**Run 1: signal wires by layer**

Only two layers are drawn.
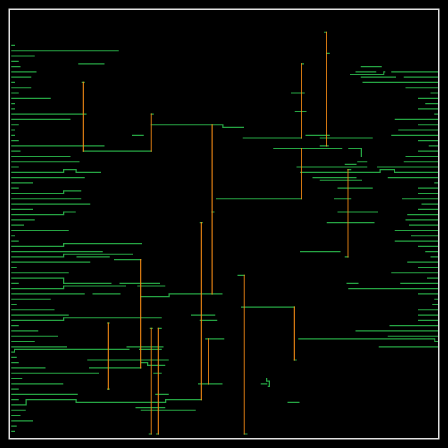
**Run 1: track usage over the die**

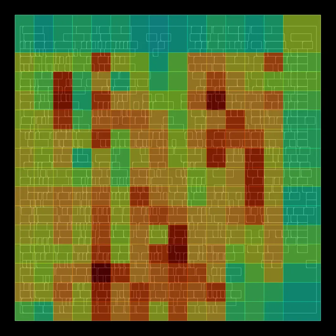
**Run 1: pin placement**

Pins as bars across the die edge, other pins in grey.
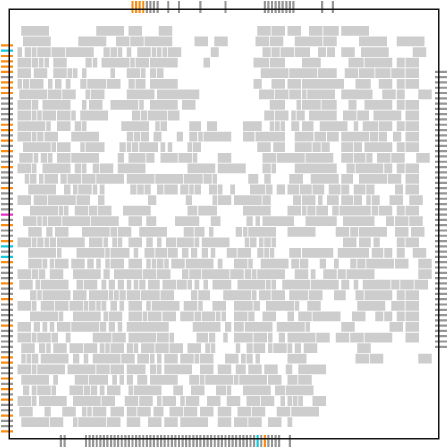
File: src/rtl/load_store_unit.sv
// load_store_unit: core load/store requests to a single-beat word bus with lane steering and timeout
module load_store_unit #(
  parameter int DATA_WIDTH = 32,
  parameter int TIMEOUT = 16
) (
  input  logic                  clk,
  input  logic                  rst,
  input  logic                  mem_read,
  input  logic                  mem_write,
  input  logic [2:0]            mem_op,
  input  logic [DATA_WIDTH-1:0] addr,
  input  logic [DATA_WIDTH-1:0] wdata,
  output logic [DATA_WIDTH-1:0] rdata,
  output logic                  stall,
  output logic                  fault,
  output logic                  bus_valid,
  output logic                  bus_we,
  output logic [DATA_WIDTH-1:0] bus_addr,
  output logic [3:0]            bus_be,
  output logic [DATA_WIDTH-1:0] bus_wdata,
  input  logic                  bus_ack,
  input  logic [DATA_WIDTH-1:0] bus_rdata
);
  localparam int CW = $clog2(TIMEOUT + 1);
  typedef enum logic [1:0] {IDLE, BUSY, DONE} stateT;
  stateT state;
  logic req, badAccess, timedOut;
  logic [3:0] reqBe;
  logic [DATA_WIDTH-1:0] reqWdata, loadData, rdataReg;
  logic [7:0] laneByte;
  logic [15:0] laneHalf;
  logic [2:0] opReg;
  logic [1:0] offReg;
  logic [CW-1:0] cnt;
  // request decode, lane steering for stores and lane extraction for loads
  always_comb begin
    req = mem_read | mem_write;
    badAccess = (mem_op[1:0] == 2'b11) || (mem_op == 3'b110) ||
                (mem_op[1:0] == 2'b01 && addr[0]) || (mem_op[1:0] == 2'b10 && addr[1:0] != 2'b00);
    reqBe = mem_op[1:0] == 2'b00 ? 4'b0001 << addr[1:0] :
            mem_op[1:0] == 2'b01 ? 4'b0011 << {addr[1], 1'b0} : 4'b1111;
    reqWdata = mem_op[1:0] == 2'b00 ? {(DATA_WIDTH/8){wdata[7:0]}} :
               mem_op[1:0] == 2'b01 ? {(DATA_WIDTH/16){wdata[15:0]}} : wdata;
    laneByte = bus_rdata[{offReg, 3'b000} +: 8];
    laneHalf = bus_rdata[{offReg[1], 4'b0000} +: 16];
    loadData = opReg[1:0] == 2'b00 ? {{(DATA_WIDTH-8){laneByte[7] & ~opReg[2]}}, laneByte} :
               opReg[1:0] == 2'b01 ? {{(DATA_WIDTH-16){laneHalf[15] & ~opReg[2]}}, laneHalf} : bus_rdata;
    stall = rst && ((state == IDLE && req && !badAccess) || state == BUSY);
    fault = rst && ((state == IDLE && req && badAccess) || (state == DONE && timedOut));
    rdata = (state == IDLE && req && badAccess) ? '0 : rdataReg;
  end
  // transaction FSM: latch the request, wait for ack or timeout, present the result for one cycle
  always_ff @(posedge clk) begin
    if (!rst) begin
      state <= IDLE;
      bus_valid <= 1'b0;
      bus_we <= 1'b0;
      bus_addr <= '0;
      bus_be <= '0;
      bus_wdata <= '0;
      rdataReg <= '0;
      cnt <= '0;
      timedOut <= 1'b0;
      opReg <= '0;
      offReg <= '0;
    end else begin
      case (state)
        IDLE: if (req && !badAccess) begin
          state <= BUSY;
          bus_valid <= 1'b1;
          bus_we <= mem_write;
          bus_addr <= {addr[DATA_WIDTH-1:2], 2'b00};
          bus_be <= reqBe;
          bus_wdata <= reqWdata;
          opReg <= mem_op;
          offReg <= addr[1:0];
          cnt <= '0;
          rdataReg <= '0;
        end
        BUSY: if (bus_ack) begin
          state <= DONE;
          bus_valid <= 1'b0;
          if (!bus_we) rdataReg <= loadData;
        end else if (cnt == CW'(TIMEOUT - 1)) begin
          state <= DONE;
          bus_valid <= 1'b0;
          rdataReg <= '0;
          timedOut <= 1'b1;
        end else begin
          cnt <= cnt + 1'b1;
        end
        DONE: begin
          state <= IDLE;
          timedOut <= 1'b0;
        end
        default: state <= IDLE;
      endcase
    end
  end
endmodule

File: config.mk
export PLATFORM = sky130hd
export DESIGN_NAME = load_store_unit
export DESIGN_NICKNAME = d
export VERILOG_FILES = /design/src/rtl/load_store_unit.sv
export SDC_FILE = /design/constraint.sdc
export NUM_CORES = 1
export LEC_CHECK = 0
export CORE_MARGIN = 1.5
export CORE_UTILIZATION = 45
export CTS_BUF_LIST = sky130_fd_sc_hd__clkbuf_8
export DETAILED_ROUTE_END_ITERATION = 16
export HOLD_SLACK_MARGIN = 0.1
export PLACE_DENSITY = 0.83
export SYNTH_ARGS = -nofsm -noshare
export SYNTH_HDL_FRONTEND = slang
export SYNTH_SLANG_ARGS = --single-unit
File: constraint.sdc
create_clock -name clk -period 5 [get_ports clk]
set_input_delay 1 -clock clk [delete_from_list [all_inputs] [get_ports clk]]
set_output_delay 1 -clock clk [all_outputs]
set_load 0.02 [all_outputs]
==> out/results.ini, run 1 <==
[clocking]
clk_pin_slew_worst_paths_ps = 70
clock_path_buffers = 2
post_cts_resized = 0
cts_root_buffer = clkbuf_8
cts_hold_buffers = 0
post_cts_buffers = 0
clock_sinks = 113
cts_tree = built

[global_route]
grt_pass1_wl_mm = 25.5
grt_pass1_vias = 5171

[final_layout]
drive_gt1_frac = 0.0842
fin_cells = 936
mostFrequentLayoutCells = 205 x clkdlybuf4s50_1, 128 x nand2_1, 113 x dfxtp_1
n_antenna_cell = 0

[pwr]
p_int_mw = 1.78
power_mw = 2.45
powerSeq_mw = 0.996
p_leak_nw = 2.82
powerDensity_mw_per_mm2 = 319
power.switching_mw = 0.666
pwr.group.clock_mw = 0.966

[die]
core_sq_mm = 0.0110
ios = 208
dieArea_sq_mm = 0.0121
fp-utilization = 0.468

[final_timing]
hold_viol_final = 0
setup_ws_ps = 791
final_max_slew_viol_count = 0
slew-limit-headroom = 0.331
finalCriticalPeriod_ps = 4210
clock.fmax_ghz = 0.238
setup_violations = 0
max_slew.worst_pin.slew_ps = 1000
fin_tns_setup_ps = 0
fin_crit_sh = 0.842

[synth]
synth_seq_share = 0.438
async_reset_ff_frac = 0
largest_area_cell = dfxtp_1
synth_flops = 113
ys_warn_count = 0
ys_cells = 606
synthMostInstantiatedCell = nand2_1

[detailed_routing]
drcViolationCount = 0
post_drt_via_cell_ratio = 5.61
drtIter0Drc = 367
dr.pass1.iters = 5
postRouteAntennaNets = 0

[worst_setup_path]
path_cells = clkdlybuf4s50_1 -> nor4_2 -> nor2_1 -> nand3_1 -> buf_4 -> and2_1 -> clkdlybuf4s50_1
critPathMaxFanout = 33
end_kind = output pin
required_ps = 4000
crit_arrival_ps = 3210

[outcome]
status = finished clean

[run]
warnings = 26
cap_violations = 0

[min_path]
hold_class = reg -> reg

[placed_design]
gp_congestion = 0.851

Back to the opening pictures, 'signal wires by layer':
M4 -> orange  # wire length 365 um
M3 -> green  # wire length 1,710 um
post-DR wirelength/cell: 17.6 um
via count: 5,253
GRT Total Usage: 0.275
Detailed Route WL: 16.4 mm

Back to the opening pictures, 'track usage over the die':
Layout Utilization: 0.695
Most Used Layer, Global Route: met2
met1 usage: 0.309
GRT met2 Usage: 0.471
M3 GR Usage: 0.102

Back to the opening pictures, 'pin placement':
addr -> orange  # pins 32, direction input, edge 27 left, 4 top, 1 bottom
bus_be -> cyan  # pins 4, direction output, edge 3 left, 1 bottom
mem_read -> magenta  # pins 1, direction input, edge left
all pins by edge = 74 left, 58 bottom, 53 right, 23 top
Die H: 110 um
die width: 110 um
Port-buffer cells: 205

-- run 1: metal layers --
layer  track usage  routed length [um]  vias to the layer above
met1         0.309                6370                     2471
met3         0.102                1710                       34
met4         0.113                 365                        0
met5             0                   0                        -
li1              -                   -                     2498
met2         0.471                7990                      250
-- run 1: cell type report --
cell class / instances / area [sq um] / area share
clock buffers: 21 / 289 / 0.0377
clock inverters: 10 / 158 / 0.0206
inverters: 11 / 41.3 / 0.00539
multi-input cells: 429 / 2630 / 0.343
flip-flops and latches: 113 / 2260 / 0.295
well taps: 140 / 175 / 0.0229
repair buffers: 212 / 2100 / 0.275
-- run 1: kinds of logic after synthesis --
logic type / count (synthesis) / share of synthesized area
DFF: 113 / 0.438
AOI/OAI and AO/OA: 173 / 0.231
adders and majority gates: 2 / 0.00485
muxes: 28 / 0.0718
other: 1 / 0.000727
buffers and inverters: 65 / 0.0550
and+or+nand+nor: 224 / 0.199
-- run 1: final timing paths --
check,slack (ps),cells past startpoint,start,endpoint
max,790,7,mem_op[0],rdata[20]
min,450,2,bus_addr[3]$_SDFFE_PN0P_,bus_addr[3]$_SDFFE_PN0P_
max reg2reg,2550,4,offReg[1]$_SDFFE_PN0P_,rdataReg[29]$_SDFFE_PN0P_
min reg2reg,450,2,bus_addr[3]$_SDFFE_PN0P_,bus_addr[3]$_SDFFE_PN0P_
-- run 1: state kept, by name, summed over array words and instances (netlist names) --
| name | cells |
|---|---|
| bus_we | 1 |
| opReg | 3 |
| state | 2 |
| bus_addr | 30 |
| cnt | 5 |
| bus_wdata | 32 |
| bus_be | 4 |
| bus_valid | 1 |
| rdataReg | 32 |
| offReg | 2 |
| timedOut | 1 |
**Run 1: cell classes on the final placement**

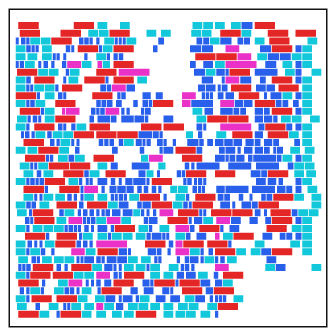

==> run 2, diff against run 1 <==
==> constraint.sdc (replaced) <==
create_clock -name clk -period 4.3 [get_ports clk]
set_input_delay 0.86 -clock clk [delete_from_list [all_inputs] [get_ports clk]]
set_output_delay 0.86 -clock clk [all_outputs]
set_load 0.02 [all_outputs]
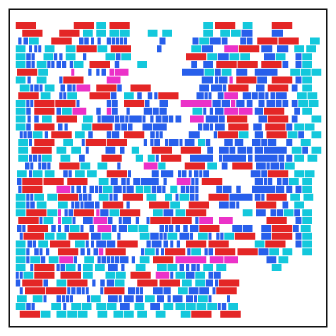
**Above:** run 2 (cell classes on the final placement).
clock drivers and dummy loads -> magenta  # cells 31
remaining logic cells -> blue  # cells 440
registers -> red  # cells 113
remaining buffers and delay cells -> cyan  # cells 214
Design Area, Final: 0.00760 sq mm
Seq area share: 0.298
Layout Utilization: 0.689

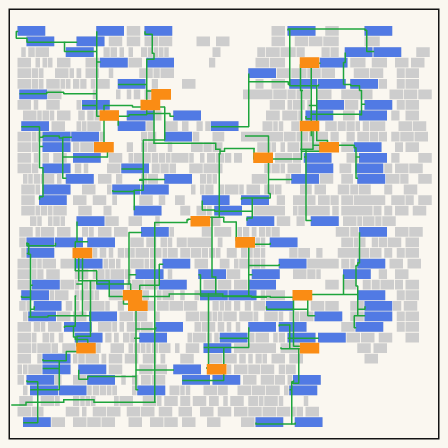
**Above:** run 2 (clock wires, drivers and flops).
clock-net drivers -> orange  # count 17
clock wires -> green  # length 1,420 um
flip-flops -> blue  # count 113
flops lie = all over the die
routed clock nets = 18
Fin Clk Skew: 11.8 ps
clk latency late pin: 430 ps

==> run 2 against run 1 <==
Compared with the run above:
- combinational power grew 16%
- wire length is 1.2% lower
- total power is 9.3% higher
- final cell count is 0.21% higher
- critical path depth is the same
- global-route usage fell by 0.38 points
- die size is the same
- setup slack worse by 420 ps
- register-to-register slack worse by 650 ps
- sequential cell count did not move
- design area down 0.75%
- largest cell class unchanged
- critical path type unchanged
==> out/results.ini, run 2 <==
[synth]
synth.area.mux_share = 0.0718  ; unchanged
syn_avg_cell_area_sq_um = 8.52
largest_area_cell = dfxtp_1
synth_flops = 113  ; unchanged
ys_cells = 606  ; unchanged
ys_sh_aoi = 0.231  ; unchanged
synthMostInstantiatedCell = nand2_1
ys_sh_simple = 0.199  ; unchanged
synth_cell_types = 50
topCellsByArea = dfxtp_1 44%, nand2_1 9.3%, a21oi_1 6.2%
async_reset_ff_frac = 0  ; unchanged
adder_share = 0.00485  ; unchanged
synth_seq_share = 0.438  ; unchanged
topCombFamilyByArea = AND-OR/OR-AND gates
ys_warn_count = 0  ; unchanged
netlist_area_sq_mm = 0.00516
xor_share = 0  ; unchanged

[pwr]
vdd_drop_max_uv = 254
p_int_mw = 1.93  ; +8.3%
powerDensity_mw_per_mm2 = 352  ; +10%
seqPwrFrac = 0.433
power_mw = 2.67  ; +9.3%
p_leak_nw = 2.82  ; about the same
switching_share = 0.279
power.switching_mw = 0.747  ; +12%

[worst_setup_path]
crit_type = in -> out
crit_arrival_ps = 3060  ; -150 ps
r2r_slack_ps = 1900  ; -650 ps
required_ps = 3440  ; -560 ps
critPathMaxFanout = 33  ; unchanged
crit_path_max_incr_delay_ps = 600
path_buffers = 3
path_cells = clkdlybuf4s50_1 -> nor4_2 -> nor2_1 -> nand3_1 -> buf_4 -> and2_1 -> clkdlybuf4s50_1
path_delay_family = buffers and inverters
end_kind = output pin

[die]
fp-utilization = 0.468  ; unchanged
ios = 208  ; unchanged
die_y_um = 110  ; unchanged
dieArea_sq_mm = 0.0121  ; unchanged
core_sq_mm = 0.0110  ; unchanged
die_w_um = 110  ; unchanged

[run]
warnings = 26  ; unchanged
cap_violations = 0  ; unchanged

[detailed_routing]
post_drt_via_cell_ratio = 5.59  ; -0.46%
totalWireLength_mm = 16.2  ; -1.2%
wl_per_cell_um = 17.3  ; -1.4%
postRouteAntennaNets = 0  ; unchanged
drcViolationCount = 0  ; unchanged
dr.pass1.iters = 5  ; unchanged
drtIter0Drc = 300  ; -18%
vias = 5240  ; -0.25%

[placed_design]
port_buffers = 205  ; unchanged
gp_congestion = 0.855  ; +0.42%
dp.cells = 907

[final_layout]
final_common_cell = clkdlybuf4s50_1
syn_to_final_growth_pct = 47.3
drive_gt1_frac = 0.0815  ; -0.00272
top_regs = bus_wdata: 32 flops, rdataReg: 32 flops, bus_addr: 30 flops
mostFrequentLayoutCells = 205 x clkdlybuf4s50_1, 128 x nand2_1, 113 x dfxtp_1
n_antenna_cell = 0  ; unchanged
fin_cells = 938  ; +0.21%

[clocking]
cts_hold_buffers = 0  ; unchanged
clk_pin_slew_worst_paths_ps = 60  ; about the same
cts_root_buffer = clkbuf_8
cts_buffers = 17
clock_sinks = 113  ; unchanged
cts_tree = built
post_cts_resized = 0  ; unchanged
post_cts_buffers = 0  ; unchanged
clock_path_buffers = 2  ; unchanged

[min_path]
hold_class = reg -> reg

[final_timing]
final_max_slew_viol_count = 0  ; unchanged
finalCriticalPeriod_ps = 3920
fin_crit_sh = 0.913
clock.fmax_ghz = 0.255
hold_viol_final = 0  ; unchanged
setup_ws_ps = 376  ; -415 ps
max_slew.worst_pin.slew_ps = 991  ; -11.6 ps
setup_violations = 0  ; unchanged
fin_tns_setup_ps = 0  ; unchanged
rsz0062_at_grt = false
slew-limit-headroom = 0.339  ; +0.00775

[global_route]
grt_overflow = 0
grt_pass1_wl_mm = 25.3  ; -0.73%
track_usage = 0.271  ; -0.00376
grt_pass1_vias = 5131  ; -0.77%

[outcome]
status = finished clean

==> run 2: cell counts after synthesis <==
No cell type changed its count.
==> run 2: logic make-up (layout without fill, tap and decap cells) <==
logic type | count (synthesis) | count (layout)
simple gates | 224 | 224
compound gates | 173 | 173
flops | 113 | 113
buf+inv | 65 | 256
mux | 28 | 28
fa+ha+maj | 2 | 2
other cells | 1 | 2
==> run 2: power groups by stage <==
| stage | Clock [mW] | Combinational, mW | Sequential, mW |
|---|---|---|---|
| after floorplan | 0 | 0.245 | 1.22 |
| after global placement | 0 | 0.546 | 1.18 |
| after detailed placement | 0 | 0.559 | 1.18 |
| after CTS | 0.967 | 0.563 | 1.16 |
| after global routing | 1.01 | 0.604 | 1.17 |
| final | 0.953 | 0.562 | 1.16 |
==> run 2: worst paths after layout <==
| check | from | to | depth (start not counted) |
|---|---|---|---|
| worst max-delay path | addr[0] | rdata[20] | 7 |
| worst min-delay path | bus_addr[13]$_SDFFE_PN0P_ | bus_addr[13]$_SDFFE_PN0P_ | 2 |
| worst max register to register | offReg[1]$_SDFFE_PN0P_ | rdataReg[26]$_SDFFE_PN0P_ | 4 |
| worst min register to register | bus_addr[13]$_SDFFE_PN0P_ | bus_addr[13]$_SDFFE_PN0P_ | 2 |
==> run 2: cell type report <==
cell class                 count  area, sq um
sequential                   113         2260
tap                          140          175
clock inverter                11         98.8
inverter                      11         41.3
multi-input combinational    429         2630
clock buffer                  20          275
timing repair buffer         214         2120
fill                         884         3430
==> run 2: per-layer routing <==
| layer | GRT usage | part of all wire | routed length, um |
|---|---|---|---|
| met1 | 0.303 | 0.38 | 6190 |
| met3 | 0.102 | 0.10 | 1700 |
| met4 | 0.102 | 0.019 | 315 |
| met5 | 0 | 0 | 0 |
| met2 | 0.469 | 0.49 | 8030 |
**Run 2: pin placement**

Pins as bars across the die edge, other pins in grey.
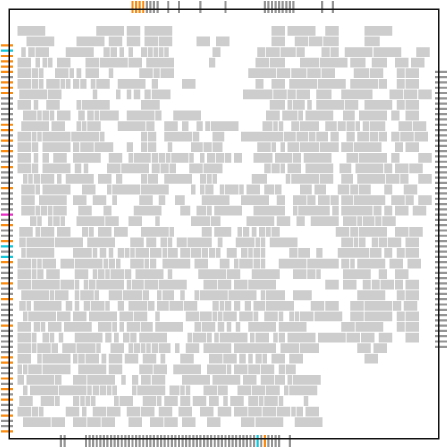

==> run 3, diff against run 2 <==
--- a/config.mk
+++ b/config.mk
@@ -11,6 +11,7 @@
 export DETAILED_ROUTE_END_ITERATION = 16
 export HOLD_SLACK_MARGIN = 0.1
 export PLACE_DENSITY = 0.83
+export REMOVE_ABC_BUFFERS = 1
 export SYNTH_ARGS = -nofsm -noshare
 export SYNTH_HDL_FRONTEND = slang
 export SYNTH_SLANG_ARGS = --single-unit
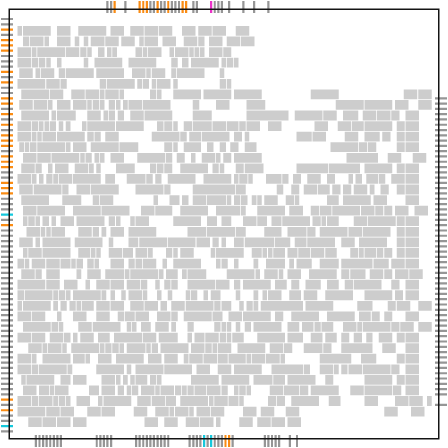
**Above:** run 3 (pin placement).
Pins as bars across the die edge, other pins in grey.
bus_be -> cyan  # pins 4, direction output, edge 2 left, 2 bottom
addr -> orange  # pins 32, direction input, edge 22 left, 8 top, 2 bottom
mem_read -> magenta  # pins 1, direction input, edge top
all pins by edge = 79 left, 58 right, 43 bottom, 28 top

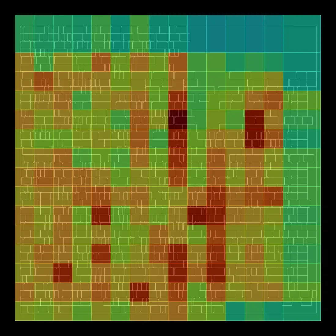
**Above:** run 3 (track usage over the die).
Layout Utilization: 0.692
M3 GR Usage: 0.133
GRT met2 Usage: 0.438

==> run 3 against run 2 <==
Compared with the run above:
- combinational power hardly changed
- sequential power hardly changed
- clock skew down 2.0 ps
- maximum frequency shrank 2.6%
- clock power up 7%
- wire length down 1.6%
- sequential share of layout area shrank 0.14 points
- hold slack got worse by 0.82 ps
- sequential cell count is the same
- register-to-register slack lost 60 ps
- critical path type unchanged
- largest cell class unchanged
==> out/results.ini, run 3 <==
[outcome]
status = finished clean

[worst_setup_path]
crit_arrival_ps = 3170  ; +110 ps
path_cells = clkdlybuf4s50_1 -> nor4_2 -> nor2_1 -> nand3_1 -> buf_4 -> and2_1 -> clkdlybuf4s50_1
path_buffers = 3  ; unchanged
crit_path_max_incr_delay_ps = 600  ; about the same

[detailed_routing]
highest_layer = met4
wl_met2_mm = 7.48  ; -6.9%
dr.pass1.iters = 6  ; +1
drcViolationCount = 0  ; unchanged
wl_per_cell_um = 17.0  ; -1.7%

[die]
dieArea_sq_mm = 0.0121  ; unchanged
core_sq_mm = 0.0110  ; unchanged
die_w_um = 110  ; unchanged
ios = 208  ; unchanged

[min_path]
hold_class = reg -> reg

[global_route]
top_usage_layer = met2
grt_pass1_wl_mm = 25.0  ; -1.4%
grt_overflow = 0  ; unchanged
grt_pass1_vias = 5061  ; -1.4%
track_usage = 0.268  ; -0.00318

[final_timing]
final_max_slew_viol_count = 0  ; unchanged
clock.fmax_ghz = 0.248  ; -2.6%
fin_worst_skew_ps = 9.82  ; -1.98 ps
slew-limit-headroom = 0.331  ; -0.00798
finalCriticalPeriod_ps = 4030  ; +106 ps

[final_layout]
syn_to_final_growth_pct = 48.0
stdcell_area_sq_mm = 0.00764  ; +0.46%
top_regs = bus_wdata: 32 flops, rdataReg: 32 flops, bus_addr: 30 flops
drive_gt1_frac = 0.0876  ; +0.00616
mostFrequentLayoutCells = 205 x clkdlybuf4s50_1, 128 x nand2_1, 113 x dfxtp_1

[pwr]
vdd_drop_max_uv = 263  ; +3.7%
powerDensity_mw_per_mm2 = 359  ; +2.2%

[synth]
netlist_area_sq_mm = 0.00516  ; unchanged
synth_seq_share = 0.438  ; unchanged
synth_flops = 113  ; unchanged
synthMostInstantiatedCell = nand2_1
synth_cell_types = 50  ; unchanged
largest_area_cell = dfxtp_1
syn_avg_cell_area_sq_um = 8.52  ; unchanged
ys_sh_aoi = 0.231  ; unchanged

[clocking]
cts_root_buffer = clkbuf_8
clock_sinks = 113  ; unchanged
insertion_delay_ps = 430  ; about the same

[placed_design]
gp_congestion = 0.864  ; +1.1%

[run]
cap_violations = 0  ; unchanged
warnings = 25  ; -3.8%

==> run 3: final timing paths <==
| kind | to | slack [ps] | startpoint | cells after the start |
|---|---|---|---|---|
| setup reg to reg | rdataReg[30]$_SDFFE_PN0P_ | 1840 | opReg[1]$_SDFFE_PN0P_ | 3 |
| hold reg to reg | bus_addr[29]$_SDFFE_PN0P_ | 450 | bus_addr[29]$_SDFFE_PN0P_ | 2 |
| hold / removal | bus_addr[29]$_SDFFE_PN0P_ | 450 | bus_addr[29]$_SDFFE_PN0P_ | 2 |
| setup / recovery | rdata[23] | 270 | addr[0] | 7 |
==> run 3: final cells by class <==
type                    instances  area [sq um]  share of cell area
clock inverters                12           140              0.0183
inverters                      11          41.3             0.00541
clock buffers                  19           262              0.0342
well taps                     140           175              0.0229
multi-input cells             429          2630               0.344
repair buffers                215          2130               0.278
flip-flops and latches        113          2260               0.296
==> run 3: cell families (layout without fill, tap and decap cells) <==
kind of cell | after synthesis | after routing
other cells | 1 | 2
mux | 28 | 28
compound gates | 173 | 173
simple gates | 224 | 224
fa+ha+maj | 2 | 2
flops | 113 | 113
buf+inv | 65 | 257
==> run 3: per-stage QoR <==
| step | setup slack (ps) | util | power [mW] | setup TNS (ps) |
|---|---|---|---|---|
| 2_1_floorplan | -279 | - | 1.44 | -2060 |
| 3_3_place_gp | 400 | 0.656 | 1.72 | 0 |
| 3_5_place_dp | 291 | 0.656 | 1.74 | 0 |
| 4_1_cts | 291 | 0.692 | 2.76 | 0 |
| 5_1_grt | 166 | 0.692 | 2.86 | 0 |
| 6_report | 270 | 0.692 | 2.74 | 0 |
==> run 3: power by group <==
part | internal, mW | switching, mW | leakage, nW
combinational | 0.275 | 0.286 | 1.69
sequential | 1.11 | 0.0497 | 0.922
clock | 0.593 | 0.431 | 0.212
total | 1.98 | 0.767 | 2.82
Power figures rest on the tool's default switching activity, not on a simulated workload.
